==> run_1/registers.png <==
Scale: 4 px per um.
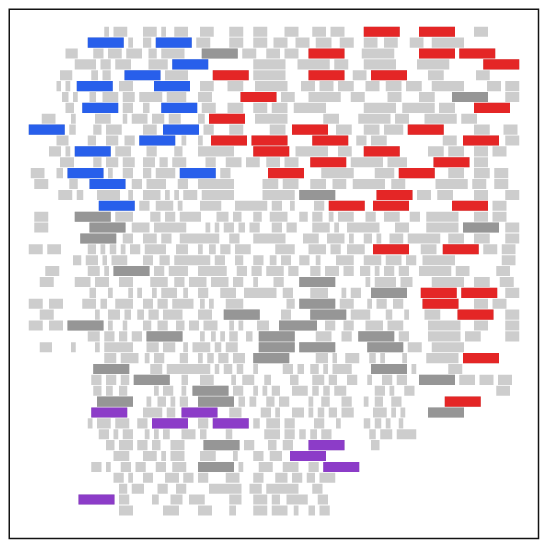
==> run_1/port_nets.png <==
Scale: 4 px per um.
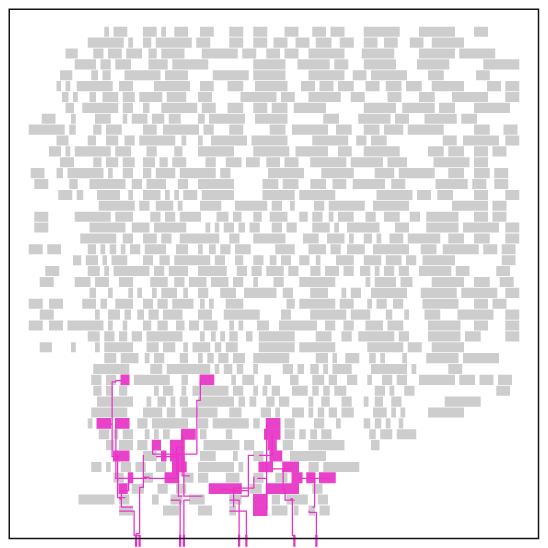
==> run_1/metal_stack.png <==
Scale: 3 px per um. Two of the layers only.
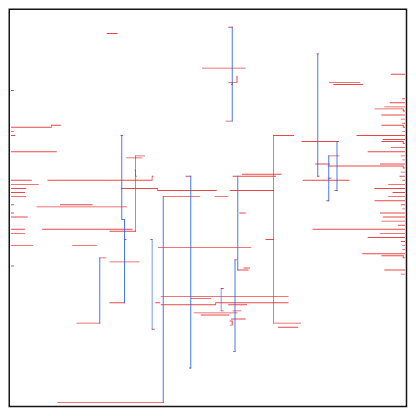
==> run_1/wire_density.png <==
Scale: 3 px per um. The die is cut into 26 by 26 equal tiles; dark blue is low, red is high, scaled to the fullest tile. Values are wire area over tile area, all layers added.
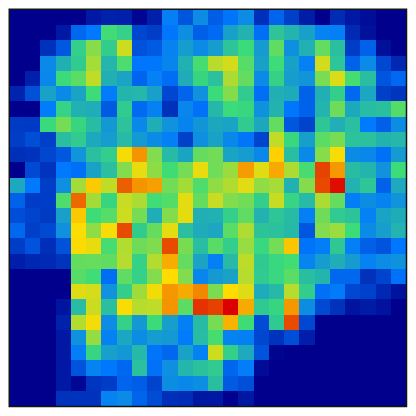
Design forwarder_nport_flat, sky130hd; sources not shown.
==> qor.csv, run 1 <==
metric,value,unit
startpoint types,primary input,
pin count of the biggest net entering global routing,41,
Sink Count,92,
ANT cells,0,
Fmax,0.255,GHz
Final Critical Period,3.92,ns
top cells by count,"dfrtp_1 (92), mux2_2 (46), mux4_2 (37)",
global-route wire length before repair,31.7,mm
CTS Buf Count,9,
crit end category,register,
chip area,17400,um2
NetSw,2.69,mW
main flop type after synthesis,dfrtp_1,
YS warnings,0,
Worst Reg-to-Reg Cells,16,
final setup fails,16,
tool warning count,40,
CTS tree,yes,
Top cells by area,"dfrtp_1 (39%), mux4_2 (14%), mux2_2 (8.9%)",
Post-synth seq share,0.395,
Worst-Margin Slew,0.518,ns
1st-pass router iterations,5,
row count,45,
die height,132,um
Rel. slew slack,0.654,
"Area growth, synth to finish",41.4,%
top area contributor share,0.395,
Sw Share,0.405,
"Registers, synthesis",92,
Comb pwr share,0.597,
max reg flops,36,
placed cell count,863,
Final Hold Fails,0,
Synth area leader,dfrtp_1,
drt drc,0,
FP Core Util,0.385,
CTS H-tree depth,3,
power consumption,6.65,mW
Final Skew,0.00910,ns
Root Buffer Master,clkbuf_8,
Setup CP Type,in2reg,
number of flops mapped to enable cells by yosys,0,
clock share of power,0.112,
final instance area,8250,um2
worst slack at placement,-1.53,ns
vias in the first global route,5695,
status,"complete, but fails checks",
failing checks,negative setup slack,
CP required,3.87,ns
CP Data Arrival Time,4.19,ns
post-layout period usage,1.09,
Post-CTS Resized,72,
Post-Syn Area,5830,um2
fin nets,784,
Seq pwr share,0.291,
met2 WL,10.8,mm
Crit Path Max Fanout,5,
final worst slack,-0.320,ns
## Picture notes: registers.png
Key: blue = u_core.drop_cnt [sequential cells 16, where top left]; purple = u_core.dst_q [sequential cells 8]; red = u_core.g_arb.u_arb.tx_din_o [sequential cells 36]
Another 32 sequential cells are not colored.
Seq area share: 0.279
seq pwr: 1.94 mW
core occupancy in the finished layout: 0.545
Flop area: 2300 um2

## Picture notes: port_nets.png
Key: magenta = dest_map [bits 8, direction input, edge bottom, end cells 27, wire 357 um]
IO Pins: 118
Port Buffers: 117

## Picture notes: metal_stack.png
Key: blue = met4 [wire length 501 um]; red = met3 [wire length 931 um]
Routed WL: 20.4 mm
Via Count: 5,103
Tot GR Track Use: 0.231

## Picture notes: wire_density.png
The fullest tile reaches 0.56. The densest ninth of the die: middle. The emptiest ninth of the die: bottom right. 24% of the tiles are over half the peak. The mean over all tiles is 0.18. 16% of the tiles are nearly empty.
wire per inst: 22.8 um

==> run 1: power by group through the flow <==
stage	combinational [mW]	clock [mW]	sequential, mW
floorplan	1.85	0	2.09
global placement	3.61	0	1.90
detailed placement	3.79	0	1.94
CTS	3.87	0.764	1.93
global route	4.25	0.799	1.99
finish	3.97	0.743	1.94
==> run 1: worst max-delay path, cell delays in order <==
cell     delay [ns]
buf_2          0.13
mux4_2         0.46
a21bo_2        0.21
or3_4          0.43
nor2_8         0.17
mux2i_4        0.29
ha_4           0.23
mux2_4         0.27
ha_4           0.21
a21o_1         0.14
a21o_1         0.21
a21oi_4        0.23
nor3_4         0.07
nand3_2        0.10
mux2_4         0.30
==> run 1: through the flow <==
step	utilization	hold slack, ns
after floorplan	-	0.468
after global placement	0.508	0.489
after detailed placement	0.508	0.497
after CTS	0.534	0.518
after global routing	0.545	0.532
final	0.545	0.517
==> run 1: cells by family after synthesis <==
group | count (synthesis) | synth area share
adder cells (fa/ha/maj) | 25 | 0.0547
buffers and inverters | 52 | 0.0373
flip-flops | 92 | 0.395
AND-OR/OR-AND | 79 | 0.0956
AND/OR/NAND/NOR | 145 | 0.130
XOR/XNOR | 11 | 0.0178
multiplexers | 105 | 0.269
other | 1 | 0.000643
==> run 1: metal layers <==
| layer | up-vias | GRT usage |
|---|---|---|
| met4 | 0 | 0.0898 |
| met5 | - | 0 |
| met2 | 160 | 0.409 |
| met1 | 2622 | 0.285 |
| met3 | 32 | 0.0351 |
| li1 | 2289 | - |
==> run 1: cell type report <==
class	count	area, um2	share of cell area
Clock buffer	12	153	0.0185
Clock inverter	3	46.3	0.00561
Inverter	31	118	0.0143
Multi-Input combinational cell	367	3590	0.435
Sequential cell	92	2300	0.279
Tap cell	188	235	0.0285
Timing Repair Buffer	201	1800	0.219
==> run 2, diff against run 1 <==
--- a/config.mk
+++ b/config.mk
@@ -9,10 +9,10 @@
 export CELL_PAD_IN_SITES_DETAIL_PLACEMENT = 1
 export CELL_PAD_IN_SITES_GLOBAL_PLACEMENT = 1
 export CORE_MARGIN = 4
-export CORE_UTILIZATION = 38
+export CORE_UTILIZATION = 25
 export CTS_BUF_LIST = sky130_fd_sc_hd__clkbuf_4 sky130_fd_sc_hd__clkbuf_8
 export DETAILED_ROUTE_END_ITERATION = 16
-export PLACE_DENSITY = 0.79
+export PLACE_DENSITY = 0.56
 export REMOVE_ABC_BUFFERS = 1
 export SKIP_LAST_GASP = 1
 export SLEW_MARGIN = 30
==> run 2 against run 1 <==
  * The run still ends with negative setup slack left
  * Sequential cell count unchanged
  * Utilization down 17 points
  * Synthesized area unchanged
  * Clock power up 1%
  * Non-clock buffer count up 7
  * Register-to-register slack better by 0.02 ns
  * Highest routed layer unchanged
==> qor.csv, run 2 <==
metric,value,unit,change
CP peak stage delay,0.44,ns,was 0.46 ns
die height,161,um,was 132 um
Fmax,0.256,GHz,was 0.255 GHz
Post-synth seq share,0.395,,unchanged
YS warnings,0,,unchanged
Sw Share,0.408,,was 0.405
Crit path max-delay family,multiplexers,,unchanged
status,"complete, but fails checks",,unchanged
CP max stage cell,mux4_2,,unchanged
IO Pins,118,,unchanged
Crit path depth,16,,was 15
Top cells by area,"dfrtp_1 (39%), mux4_2 (14%), mux2_2 (8.9%)",,unchanged
chip area,25800,um2,"was 17,400 um2"
CTS H-tree depth,3,,unchanged
row count,55,,was 45
CP required,3.88,ns,was 3.87 ns
Sink Count,92,,unchanged
Final Skew,0.0136,ns,was 0.00910 ns
1st-pass router iterations,4,,was 5
number of flops mapped to enable cells by yosys,0,,unchanged
pin count of the biggest net entering global routing,42,,was 41
tool warning count,40,,unchanged
Rel. slew slack,0.467,,was 0.654
worst-path cell chain,buf_8 -> buf_6 -> mux4_2 -> a21bo_2 -> or3_4 -> nor2_8 -> mux2i_4 -> ha_4 -> mux2_4 -> ha_4 -> a21o_1 -> a21o_1 -> a21oi_2 -> nor3_2 -> nand3_1 -> mux2_4,,was buf_2 -> mux4_2 -> a21bo_2 -> or3_4 -> nor2_8 -> mux2i_4 -> ha_4 -> mux2_4 -> ha_4 -> a21o_1 -> a21o_1 -> a21oi_4 -> nor3_4 -> nand3_2 -> mux2_4
CTS tree,yes,,unchanged
worst hold slack,0.518,ns,was 0.517 ns
failing checks,negative setup slack,,unchanged
startpoint types,primary input,,unchanged
async set-or-reset flop fraction in the synthesized netlist,1.00,,unchanged
top cells by count,"dfrtp_1 (92), mux2_2 (46), mux4_2 (37)",,unchanged
"Area growth, synth to finish",44.6,%,was 41.4%
CTS Buf Count,9,,unchanged
Final Critical Period,3.90,ns,was 3.92 ns
Worst-Margin Slew,0.799,ns,was 0.518 ns
Flop area,2300,um2,about the same
ANT cells,0,,unchanged
Port Buffers,117,,unchanged
top area contributor share,0.395,,unchanged
Comb pwr share,0.590,,was 0.597
vias in the first global route,5774,,"was 5,695"
NetSw,2.69,mW,about the same
final worst slack,-0.300,ns,was -0.320 ns
Seq pwr share,0.296,,was 0.291
CP Buf/Inv Count,2,,was 1
FP Core Util,0.256,,was 0.385
post-route ant nets,0,,unchanged
max reg flops,36,,unchanged
Gate Area,3570,um2,was 3590 um2
Worst Reg-to-Reg Cells,16,,unchanged
Final Hold Fails,0,,unchanged
fin nets,790,,was 784
worst slack at placement,-1.49,ns,was -1.53 ns
drt drc,0,,unchanged
post-layout period usage,1.08,,was 1.09
Synth area leader,dfrtp_1,,unchanged
distinct lib cells,63,,unchanged
Post-Syn Area,5830,um2,unchanged
global-route wire length before repair,33.0,mm,was 31.7 mm
final setup fails,16,,unchanged
"Registers, synthesis",92,,unchanged
clock share of power,0.114,,was 0.112
-- run 2: kinds of logic after synthesis --
kind of cell	synth area share
buffers and inverters	0.0373
flip-flops	0.395
other	0.000643
multiplexers	0.269
XOR/XNOR	0.0178
AND/OR/NAND/NOR	0.130
AND-OR/OR-AND	0.0956
adder cells (fa/ha/maj)	0.0547
-- run 2: stage by stage --
| step | cells | cell area [um2] | utilization | total power [mW] |
|---|---|---|---|---|
| finish | 1025 | 8440 | 0.371 | 6.59 |
| global route | 1025 | 8440 | 0.371 | 7.09 |
| CTS | 1022 | 8380 | 0.368 | 6.64 |
| detailed placement | 994 | 7900 | 0.347 | 5.75 |
| global placement | 994 | 7900 | 0.347 | 5.63 |
| floorplan | 489 | 5730 | - | 3.94 |
-- run 2: what timing repair did --
| item | CTS | global route |
|---|---|---|
| setup endpoints to repair | 20 | 19 |
| setup buffers | 13 | 3 |
| resized | 91 | 20 |
| pin swaps | 26 | 18 |
-- run 2: metal layers --
layer | vias up | wire, um | global-route usage
li1 | 2297 | - | -
met1 | 2593 | 9190 | 0.207
met2 | 99 | 10600 | 0.287
met3 | 18 | 697 | 0.0216
met4 | 0 | 318 | 0.0489
met5 | - | 0 | 0
-- run 2: area by class of cell --
class	instances	share of cell area
well taps	313	0.0464
repair buffers	208	0.220
inverters	31	0.0139
flip-flops and latches	92	0.273
clock inverters	6	0.00875
multi-input cells	366	0.423
clock buffers	9	0.0147
-- run 2: power groups by stage --
stage                     Sequential, mW  Combinational [mW]  Clock, mW
after floorplan                     2.09                1.85          0
after global placement              1.94                3.70          0
after detailed placement            1.97                3.78          0
after CTS                           1.96                3.89      0.790
after global routing                2.02                4.24      0.827
final                               1.95                3.89      0.753
==> run_2/wire_density.png <==
Scale: 2 px per um. The die is cut into 32 by 32 equal tiles; dark blue is low, red is high, scaled to the fullest tile. Values are wire area over tile area, all layers added.
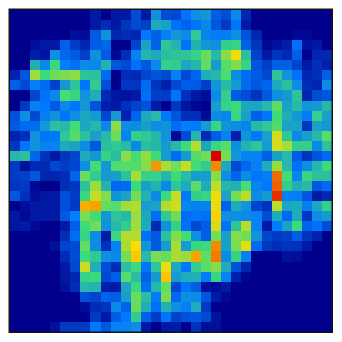
11% of the tiles are over half the peak. The densest ninth of the die: middle. 21% of the tiles are nearly empty.
wire per inst: 20.3 um
Tot GR Track Use: 0.162
Routed WL: 20.8 mm
Via Count: 5,007

Power and IR drop assume default switching activity.
